==> src/rtl/muldiv_hilo_pkg.sv <==
// Shared definitions for the multiply/divide sequencer: op codes, FSM states
// and the architectural register width.
package muldiv_hilo_pkg;

    localparam int unsigned CPU_REG_WIDTH = 32;

    typedef enum logic [2:0] {
        OP_MULT  = 3'd0,
        OP_MULTU = 3'd1,
        OP_DIV   = 3'd2,
        OP_DIVU  = 3'd3,
        OP_MTHI  = 3'd4,
        OP_MTLO  = 3'd5,
        OP_MFHI  = 3'd6,
        OP_MFLO  = 3'd7
    } op_e;

    typedef enum logic [2:0] {
        S_IDLE,
        S_MUL_RUN,
        S_MUL_FIX,
        S_DIV_START,
        S_DIV_WAIT
    } state_e;

    function automatic logic is_mul_op(input op_e o);
        return (o == OP_MULT) || (o == OP_MULTU);
    endfunction

endpackage

==> src/rtl/muldiv_hilo_imul.sv <==
// Iterative W x W unsigned shift-add multiplier, one partial product per step.
// The low half of prod doubles as the multiplier shift register.
module muldiv_hilo_imul
    import muldiv_hilo_pkg::*;
#(
    parameter int unsigned W = CPU_REG_WIDTH
) (
    input  logic           clk,
    input  logic           rst,
    input  logic           start,
    input  logic           step,
    input  logic [W-1:0]   a,
    input  logic [W-1:0]   b,
    output logic [2*W-1:0] prod,
    output logic           last
);

    localparam int unsigned CW = $clog2(W + 1);

    logic [2*W-1:0] prod_q, prod_d;
    logic [W-1:0]   mcand_q, mcand_d;
    logic [CW-1:0]  count_q, count_d;
    logic [W:0]     sum;

    always_comb begin
        prod_d  = prod_q;
        mcand_d = mcand_q;
        count_d = count_q;
        // Carry out of the upper-half add is kept by shifting it into the MSB.
        sum     = {1'b0, prod_q[2*W-1:W]} + (prod_q[0] ? {1'b0, mcand_q} : '0);
        if (start) begin
            prod_d  = {{W{1'b0}}, b};
            mcand_d = a;
            count_d = CW'(W);
        end else if (step) begin
            prod_d  = {sum, prod_q[W-1:1]};
            count_d = count_q - CW'(1);
        end
    end

    always_ff @(posedge clk or posedge rst) begin
        if (rst) begin
            prod_q  <= '0;
            mcand_q <= '0;
            count_q <= '0;
        end else begin
            prod_q  <= prod_d;
            mcand_q <= mcand_d;
            count_q <= count_d;
        end
    end

    assign prod = prod_q;
    assign last = (count_q == CW'(1));

endmodule

==> src/rtl/muldiv_hilo.sv <==
// HI/LO register file and multiply/divide sequencer for the execute stage:
// signed fixup around the internal multiplier and start/ready handshake to the divider.
module muldiv_hilo
    import muldiv_hilo_pkg::*;
#(
    parameter int unsigned W = CPU_REG_WIDTH
) (
    input  logic           clk,
    input  logic           rst,
    input  logic           op_valid,
    input  logic [2:0]     op,
    input  logic [W-1:0]   rs_val,
    input  logic [W-1:0]   rt_val,
    input  logic           abort,
    output logic           busy,
    output logic           rd_valid,
    output logic [W-1:0]   rd_val,
    output logic           div_start,
    output logic           div_signd,
    output logic [W-1:0]   div_dividend,
    output logic [W-1:0]   div_divider,
    input  logic           div_ready,
    input  logic [2*W-1:0] div_remquot
);

    state_e         state_q, state_d;
    logic [W-1:0]   hi_q, hi_d, lo_q, lo_d;
    logic [W-1:0]   rd_val_q, rd_val_d;
    logic [W-1:0]   dvd_q, dvd_d, dvs_q, dvs_d;
    logic           busy_q, busy_d;
    logic           rd_valid_q, rd_valid_d;
    logic           div_start_q, div_start_d;
    logic           signd_q, signd_d;
    logic           neg_q, neg_d;

    op_e            op_in;
    logic           accept;
    logic           rs_neg, rt_neg;
    logic           mul_start, mul_step, mul_last;
    logic [W-1:0]   mul_a, mul_b;
    logic [2*W-1:0] mul_prod, prod_fix;

    muldiv_hilo_imul #(.W(W)) u_imul (
        .clk   (clk),
        .rst   (rst),
        .start (mul_start),
        .step  (mul_step),
        .a     (mul_a),
        .b     (mul_b),
        .prod  (mul_prod),
        .last  (mul_last)
    );

    always_comb begin
        op_in     = op_e'(op);
        accept    = op_valid && !busy_q && !abort;
        // Signed multiply runs on magnitudes; the sign is reapplied in MUL_FIX.
        rs_neg    = (op_in == OP_MULT) && rs_val[W-1];
        rt_neg    = (op_in == OP_MULT) && rt_val[W-1];
        mul_a     = rs_neg ? (~rs_val + W'(1)) : rs_val;
        mul_b     = rt_neg ? (~rt_val + W'(1)) : rt_val;
        mul_start = accept && is_mul_op(op_in);
        mul_step  = (state_q == S_MUL_RUN);
        prod_fix  = neg_q ? ((2*W)'(0) - mul_prod) : mul_prod;

        state_d     = state_q;
        hi_d        = hi_q;
        lo_d        = lo_q;
        rd_val_d    = rd_val_q;
        rd_valid_d  = 1'b0;
        div_start_d = 1'b0;
        signd_d     = signd_q;
        dvd_d       = dvd_q;
        dvs_d       = dvs_q;
        neg_d       = neg_q;

        case (state_q)
            S_IDLE: begin
                if (accept) begin
                    case (op_in)
                        OP_MULT, OP_MULTU: begin
                            neg_d   = rs_neg ^ rt_neg;
                            state_d = S_MUL_RUN;
                        end
                        OP_DIV, OP_DIVU: begin
                            dvd_d       = rs_val;
                            dvs_d       = rt_val;
                            signd_d     = (op_in == OP_DIV);
                            div_start_d = 1'b1;
                            state_d     = S_DIV_START;
                        end
                        OP_MTHI: hi_d = rs_val;
                        OP_MTLO: lo_d = rs_val;
                        OP_MFHI: begin
                            rd_valid_d = 1'b1;
                            rd_val_d   = hi_q;
                        end
                        OP_MFLO: begin
                            rd_valid_d = 1'b1;
                            rd_val_d   = lo_q;
                        end
                        default: ;
                    endcase
                end
            end
            S_MUL_RUN: begin
                if (mul_last) state_d = S_MUL_FIX;
            end
            S_MUL_FIX: begin
                {hi_d, lo_d} = prod_fix;
                state_d      = S_IDLE;
            end
            // div_ready still reflects the previous operation here, so it is not looked at.
            S_DIV_START: state_d = S_DIV_WAIT;
            S_DIV_WAIT: begin
                if (div_ready) begin
                    hi_d    = div_remquot[2*W-1:W];
                    lo_d    = div_remquot[W-1:0];
                    state_d = S_IDLE;
                end
            end
            default: state_d = S_IDLE;
        endcase

        if (abort && (state_q != S_IDLE)) begin
            state_d = S_IDLE;
            hi_d    = hi_q;
            lo_d    = lo_q;
        end

        busy_d = (state_d != S_IDLE);
    end

    always_ff @(posedge clk or posedge rst) begin
        if (rst) begin
            state_q     <= S_IDLE;
            hi_q        <= '0;
            lo_q        <= '0;
            rd_val_q    <= '0;
            rd_valid_q  <= 1'b0;
            busy_q      <= 1'b0;
            div_start_q <= 1'b0;
            signd_q     <= 1'b0;
            dvd_q       <= '0;
            dvs_q       <= '0;
            neg_q       <= 1'b0;
        end else begin
            state_q     <= state_d;
            hi_q        <= hi_d;
            lo_q        <= lo_d;
            rd_val_q    <= rd_val_d;
            rd_valid_q  <= rd_valid_d;
            busy_q      <= busy_d;
            div_start_q <= div_start_d;
            signd_q     <= signd_d;
            dvd_q       <= dvd_d;
            dvs_q       <= dvs_d;
            neg_q       <= neg_d;
        end
    end

    assign busy         = busy_q;
    assign rd_valid     = rd_valid_q;
    assign rd_val       = rd_val_q;
    assign div_start    = div_start_q;
    assign div_signd    = signd_q;
    assign div_dividend = dvd_q;
    assign div_divider  = dvs_q;

endmodule
==> config.mk <==
export PLATFORM = sky130hd
export DESIGN_NAME = muldiv_hilo
export DESIGN_NICKNAME = d
export VERILOG_FILES = /design/src/rtl/muldiv_hilo_pkg.sv /design/src/rtl/muldiv_hilo_imul.sv /design/src/rtl/muldiv_hilo.sv
export SDC_FILE = /design/constraint.sdc
export NUM_CORES = 1
export LEC_CHECK = 0
export CORE_ASPECT_RATIO = 1.1
export CORE_UTILIZATION = 50
export CTS_CLUSTER_SIZE = 20
export DETAILED_ROUTE_END_ITERATION = 16
export GPL_TIMING_DRIVEN = 0
export PLACE_DENSITY = 0.74
export SLEW_MARGIN = 25
export SYNTH_ARGS = -nofsm -noshare
export SYNTH_HDL_FRONTEND = slang
export SYNTH_SLANG_ARGS = --single-unit
==> constraint.sdc <==
create_clock -name clk -period 11.44 [get_ports clk]
set_input_delay 2.288 -clock clk [delete_from_list [all_inputs] [get_ports clk]]
set_output_delay 2.288 -clock clk [all_outputs]
set_load 0.02 [all_outputs]
Clock distribution:
Bar = 50 µm.
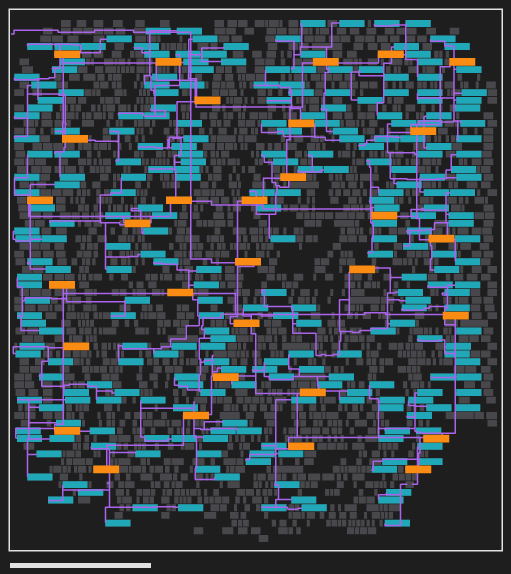
Key: orange = clock drivers [count 31]; cyan = flip-flops [count 270]; purple = clock wires [length 3720 µm]
Position of the flops: spread over the die. There are 32 routed clock nets.
clock latency of the later-clocked register in the worst-skew pair: 580 ps
Clock group: 1100 µW
Final Skew: 14.0 ps
proportion of power drawn by the clock network: 23.9%

Cell sizes after repair:
Bar = 50 µm.
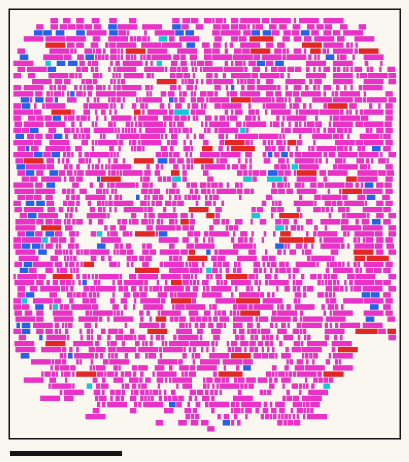
Key: magenta = _0 and _1 cells [cells 1969, share 93%, most used dfrtp_1]; blue = _2 cells [cells 79, share 3.7%, most used mux2_2]; cyan = _3 and _4 cells [cells 18, share 0.85%, most used clkinvlp_4]; red = _6 and larger [cells 56, share 2.6%, most used clkbuf_16]

Sequential cells grouped by signal name:
Other sequential cells in the stronger gray, the rest of the logic in the fainter gray.
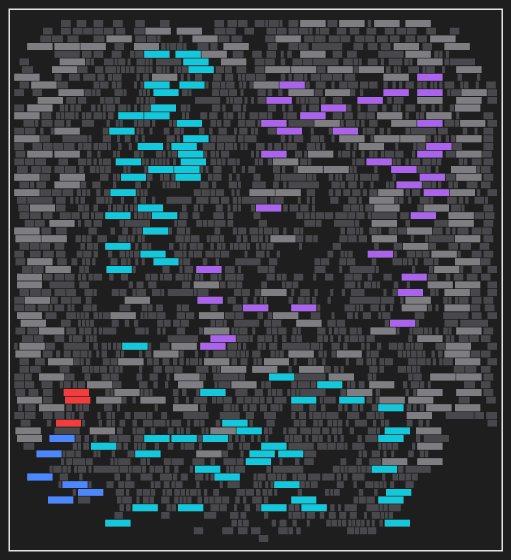
Key: blue = u_imul.count_q [flops 6, where south-west]; cyan = u_imul.prod [flops 64]; red = state_q [flops 3]; purple = lo_q [flops 32]
P_seq: 1680 µW
final cell utilization of the core: 63.9%

Signal wires on met4:
Supply wires on this layer in gray.
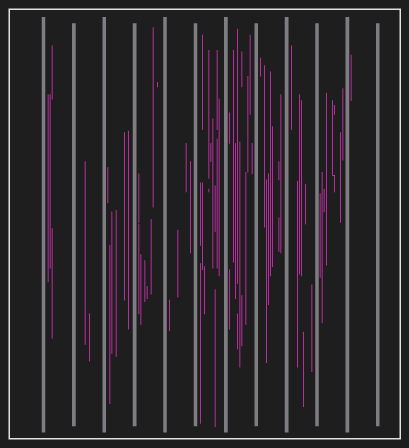
The wires run mostly vertical. The longest straight run is 114 µm. 60 nets have wire on it. The layer holds 5.9% of the routed length. The layer carries 3440 µm of wire.
total vias in the final route: 15700
Detailed Route WL: 58100 µm

Clock routing:
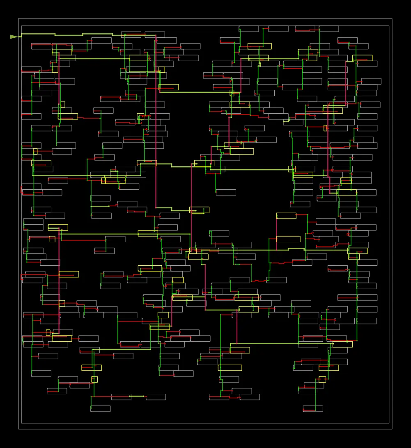
TritonCTS sink count: 270
FF+latch count: 270
Layout clock buffers: 37
TritonCTS buffer count: 31

==> flow_summary.html <==
<h2>Implementation results</h2>
<table>
<tr><th>Metric</th><th>Value</th></tr>
<tr><th colspan="2">Status</th></tr>
<tr><td>Result of the run</td><td>finished clean</td></tr>
<tr><th colspan="2">Die</th></tr>
<tr><td>Top Ports</td><td>236</td></tr>
<tr><td>Chip width</td><td>174 µm</td></tr>
<tr><td>Chip area</td><td>0.0332 mm²</td></tr>
<tr><td># Taps</td><td>420</td></tr>
<tr><td>Area inside the core boundary</td><td>0.0317 mm²</td></tr>
<tr><td>Floorplan die height</td><td>191 µm</td></tr>
<tr><td>Initial Utilization</td><td>51.4%</td></tr>
<tr><th colspan="2">STA</th></tr>
<tr><td>Worst hold slack after final layout</td><td>482 ps</td></tr>
<tr><td>Unrepaired setup endpoints after global routing</td><td>no</td></tr>
<tr><td>Shortest period the worst path allows</td><td>5010 ps</td></tr>
<tr><td>Achievable Freq</td><td>200 MHz</td></tr>
<tr><td>Transition time at the pin with the least slew margin</td><td>977 ps</td></tr>
<tr><td>Final-report hold violation count</td><td>0</td></tr>
<tr><td>Crit share post-route</td><td>43.8%</td></tr>
<tr><td>Rel. slew slack</td><td>34.9%</td></tr>
<tr><td>Setup tns final</td><td>0 ps</td></tr>
<tr><td>Max-slew violations</td><td>0</td></tr>
<tr><td>Worst setup margin</td><td>6430 ps</td></tr>
<tr><td>Final count of negative-setup-slack endpoints</td><td>0</td></tr>
<tr><th colspan="2">Yosys</th></tr>
<tr><td>Post-synth cell types</td><td>76</td></tr>
<tr><td>Cell area after synthesis</td><td>0.0163 mm²</td></tr>
<tr><td>Simple logic cell fraction of the synthesized area</td><td>18.7%</td></tr>
<tr><td>Area share of the largest cell type after synthesis</td><td>41.6%</td></tr>
<tr><td>Proportion of synthesized chip area in sequential cells</td><td>41.6%</td></tr>
<tr><td>Yosys top cell by area</td><td>sky130_fd_sc_hd__dfrtp_1</td></tr>
<tr><td>FF+latch count, synth</td><td>270</td></tr>
<tr><td>Cell count in the Yosys report</td><td>1838</td></tr>
<tr><td>Count of warnings emitted by yosys</td><td>0</td></tr>
<tr><td>Top cells by count, synth</td><td>sky130_fd_sc_hd__dfrtp_1, sky130_fd_sc_hd__nand2_1, sky130_fd_sc_hd__nor2_1</td></tr>
<tr><td>Compound-Gate Fraction of Synth Area</td><td>19.0%</td></tr>
<tr><td>Post-synthesis cell type with the largest instance count</td><td>sky130_fd_sc_hd__dfrtp_1</td></tr>
<tr><td>Synthesis area per yosys</td><td>0.0163 mm²</td></tr>
<tr><td>Proportion of register bits with asynchronous set or reset after synthesis</td><td>100%</td></tr>
<tr><td>Ranking of synthesized cells by area</td><td>sky130_fd_sc_hd__dfrtp_1, sky130_fd_sc_hd__nand2_1, sky130_fd_sc_hd__nor2_1</td></tr>
<tr><td>FA/HA/MAJ Cells, Area Fraction</td><td>2.97%</td></tr>
<tr><td>Gate count of the mapped netlist</td><td>1838</td></tr>
<tr><td>Most instantiated flip-flop cell in the synthesis netlist</td><td>sky130_fd_sc_hd__dfrtp_1</td></tr>
<tr><td>Floorplan net count</td><td>2012</td></tr>
<tr><td>Comb area leader</td><td>AND-OR/OR-AND gates</td></tr>
<tr><td>Portion of netlist area occupied by mux cells</td><td>6.67%</td></tr>
<tr><td>Post-Synthesis Mean Instance Area</td><td>8.84 µm²</td></tr>
<tr><th colspan="2">Run</th></tr>
<tr><td>Maxcap violations</td><td>0</td></tr>
<tr><td>Number of logged tool warnings</td><td>27</td></tr>
<tr><th colspan="2">Worst setup path</th></tr>
<tr><td>Number of stages on the worst setup path</td><td>9</td></tr>
<tr><td>Crit path to</td><td>u_imul.prod[31]</td></tr>
<tr><td>Crit path required time</td><td>11940 ps</td></tr>
<tr><td>Arrival time reported for the critical path endpoint</td><td>5510 ps</td></tr>
<tr><td>Critical path fanouts, max</td><td>6</td></tr>
<tr><td>Cells along the critical path</td><td>clkdlybuf4s50_1 &gt; or4_1 &gt; nor4_2 &gt; and3_1 &gt; nand3_1 &gt; or4_1 &gt; o41ai_1 &gt; nand3_1 &gt; o21ai_0</td></tr>
<tr><td>R2r startpoint</td><td>u_imul.prod[0]</td></tr>
<tr><td>Worst setup slack for register-to-register paths</td><td>7140 ps</td></tr>
<tr><td>Endpoint class of the critical path</td><td>flip-flop</td></tr>
<tr><td>Startpoint type of the worst setup path</td><td>input pin</td></tr>
<tr><td>Cell with the biggest individual delay on the critical path</td><td>sky130_fd_sc_hd__or4_1</td></tr>
<tr><td>Worst setup startpoint</td><td>rt_val[2]</td></tr>
<tr><td>Capture point of the worst reg-to-reg path</td><td>u_imul.prod[63]</td></tr>
<tr><td>Delay of the slowest cell on the worst path</td><td>630 ps</td></tr>
<tr><td>Crit path kind</td><td>in2reg</td></tr>
<tr><td>Kind of cell adding the most delay to the critical path</td><td>simple AND/OR/NAND/NOR gates</td></tr>
<tr><th colspan="2">Pwr</th></tr>
<tr><td>Sw Pwr</td><td>1800 µW</td></tr>
<tr><td>Combinational group power</td><td>1810 µW</td></tr>
<tr><td>Leading power group</td><td>combinational logic</td></tr>
<tr><td>Final Power</td><td>4590 µW</td></tr>
<tr><td>Relative contribution of combinational cells to total power</td><td>39.5%</td></tr>
<tr><td>Total leakage power</td><td>0.00857 µW</td></tr>
<tr><td>Sequential Power Share</td><td>36.6%</td></tr>
<tr><td>Internal portion of total power</td><td>2790 µW</td></tr>
<tr><td>Switching share of power</td><td>39.2%</td></tr>
<tr><td>Cell Pwr Density</td><td>227 mW/mm²</td></tr>
<tr><td>Worst supply voltage drop on vdd</td><td>149 µV</td></tr>
<tr><th colspan="2">Finish</th></tr>
<tr><td>Number of filler cells placed in the layout</td><td>2723</td></tr>
<tr><td>Flop share of the area</td><td>33.4%</td></tr>
<tr><td>Highest-count logic cell in the final layout</td><td>sky130_fd_sc_hd__dfrtp_1</td></tr>
<tr><td>Final design area excluding fillers</td><td>0.0202 mm²</td></tr>
<tr><td>Most used cells in the layout excluding fill and tap cells</td><td>sky130_fd_sc_hd__dfrtp_1, sky130_fd_sc_hd__nand2_1, sky130_fd_sc_hd__clkdlybuf4s50_1</td></tr>
<tr><td>Count of nets after finishing</td><td>2272</td></tr>
<tr><td>Fraction of area in clock buffers and inverters</td><td>5.56%</td></tr>
<tr><td>Antenna diodes</td><td>0</td></tr>
<tr><td>Final non-clock buffer share</td><td>14.4%</td></tr>
<tr><td>Cell class ranked first by area</td><td>combinational gates</td></tr>
<tr><td>Layout cells sized above 1</td><td>7.21%</td></tr>
<tr><td>Area used by sequential logic in the layout</td><td>0.00676 mm²</td></tr>
<tr><td>Synthesis-to-layout area growth</td><td>24.5%</td></tr>
<tr><td>Count of non-CTS inverters in the layout</td><td>21</td></tr>
<tr><td>Count of multi-input combinational gates</td><td>1417</td></tr>
<tr><td>Number of standard cells in the layout, taps in and fillers out</td><td>2542</td></tr>
<tr><td>Fraction of area in multi-input gates</td><td>43.6%</td></tr>
<tr><td>Flip-flop count of the largest register, all copies and words added</td><td>64</td></tr>
<tr><td>Number of buffers other than clock buffers in the final layout</td><td>357</td></tr>
<tr><th colspan="2">Clock tree</th></tr>
<tr><td>Number of instances resized during post-cts repair</td><td>0</td></tr>
<tr><td>CTS tree</td><td>yes</td></tr>
<tr><td>Clk pin slew, worst setup/hold paths</td><td>60 ps</td></tr>
<tr><td>Number of buffers added to fix hold violations after cts</td><td>0</td></tr>
<tr><td>Post-CTS Repair Setup Buffers</td><td>0</td></tr>
<tr><td>Clk root buf</td><td>sky130_fd_sc_hd__clkbuf_16</td></tr>
<tr><td>Max H-tree Level</td><td>1</td></tr>
<tr><th colspan="2">GRT</th></tr>
<tr><td>Largest net degree at the start of global routing</td><td>100</td></tr>
<tr><td>Initial antenna violation count</td><td>0</td></tr>
<tr><td>Number of global-route vias before repair</td><td>15100</td></tr>
<tr><td>Overall fraction of global-route tracks in use</td><td>34.7%</td></tr>
<tr><td>Total congestion overflow after global routing</td><td>0</td></tr>
<tr><td>Global-route wire length before repair</td><td>88400 µm</td></tr>
<tr><th colspan="2">Drt</th></tr>
<tr><td>Via-per-instance ratio</td><td>6.17</td></tr>
<tr><td>Met1 Routed Length</td><td>23700 µm</td></tr>
<tr><td>Average wire per cell in the routed design</td><td>22.8 µm</td></tr>
<tr><td>First DRT Iteration DRCs</td><td>1762</td></tr>
<tr><td>Detail Route met2 WL</td><td>25100 µm</td></tr>
<tr><td>Routed length on met3</td><td>5790 µm</td></tr>
<tr><td>DRC violations left</td><td>0</td></tr>
<tr><td>Antenna Nets Post-Route</td><td>0</td></tr>
<tr><td>Highest routed metal layer</td><td>met4</td></tr>
<tr><td>DRT Pass-1 Iters</td><td>6</td></tr>
<tr><th colspan="2">Placement</th></tr>
<tr><td>Input/output buffers</td><td>224</td></tr>
<tr><td>Number of instances in the placed design</td><td>2485</td></tr>
<tr><td>Final weighted congestion in routability-driven placement</td><td>0.966</td></tr>
<tr><td>Worst slack after detailed placement</td><td>5920 ps</td></tr>
<tr><td>Post-DP Area</td><td>0.0191 mm²</td></tr>
<tr><td>Half-perimeter wire length after detailed placement</td><td>44100 µm</td></tr>
<tr><th colspan="2">Hold path</th></tr>
<tr><td>Min-Delay Path Class</td><td>reg2reg</td></tr>
</table>
==> worst min-delay path by stage <==
stage                                   from                  to  slack [ps]  cells past startpoint
after floorplan           u_imul.mcand_q[31]  u_imul.mcand_q[31]         440                      2
after global placement    u_imul.mcand_q[10]  u_imul.mcand_q[10]         460                      2
after detailed placement  u_imul.mcand_q[10]  u_imul.mcand_q[10]         470                      2
after CTS                 u_imul.mcand_q[30]  u_imul.mcand_q[30]         480                      2
after global routing                lo_q[30]            lo_q[30]         500                      2
final                               lo_q[31]            lo_q[31]         480                      2
==> per-layer routing <==
| metal | global-route usage, % | up-vias |
|---|---|---|
| met1 | 46.2 | 7520 |
| met5 | 0 | - |
| met4 | 19.5 | 0 |
| li1 | - | 7093 |
| met3 | 7.80 | 175 |
| met2 | 52.5 | 900 |
No activity file was given, so power comes from the tool's default toggle rates.
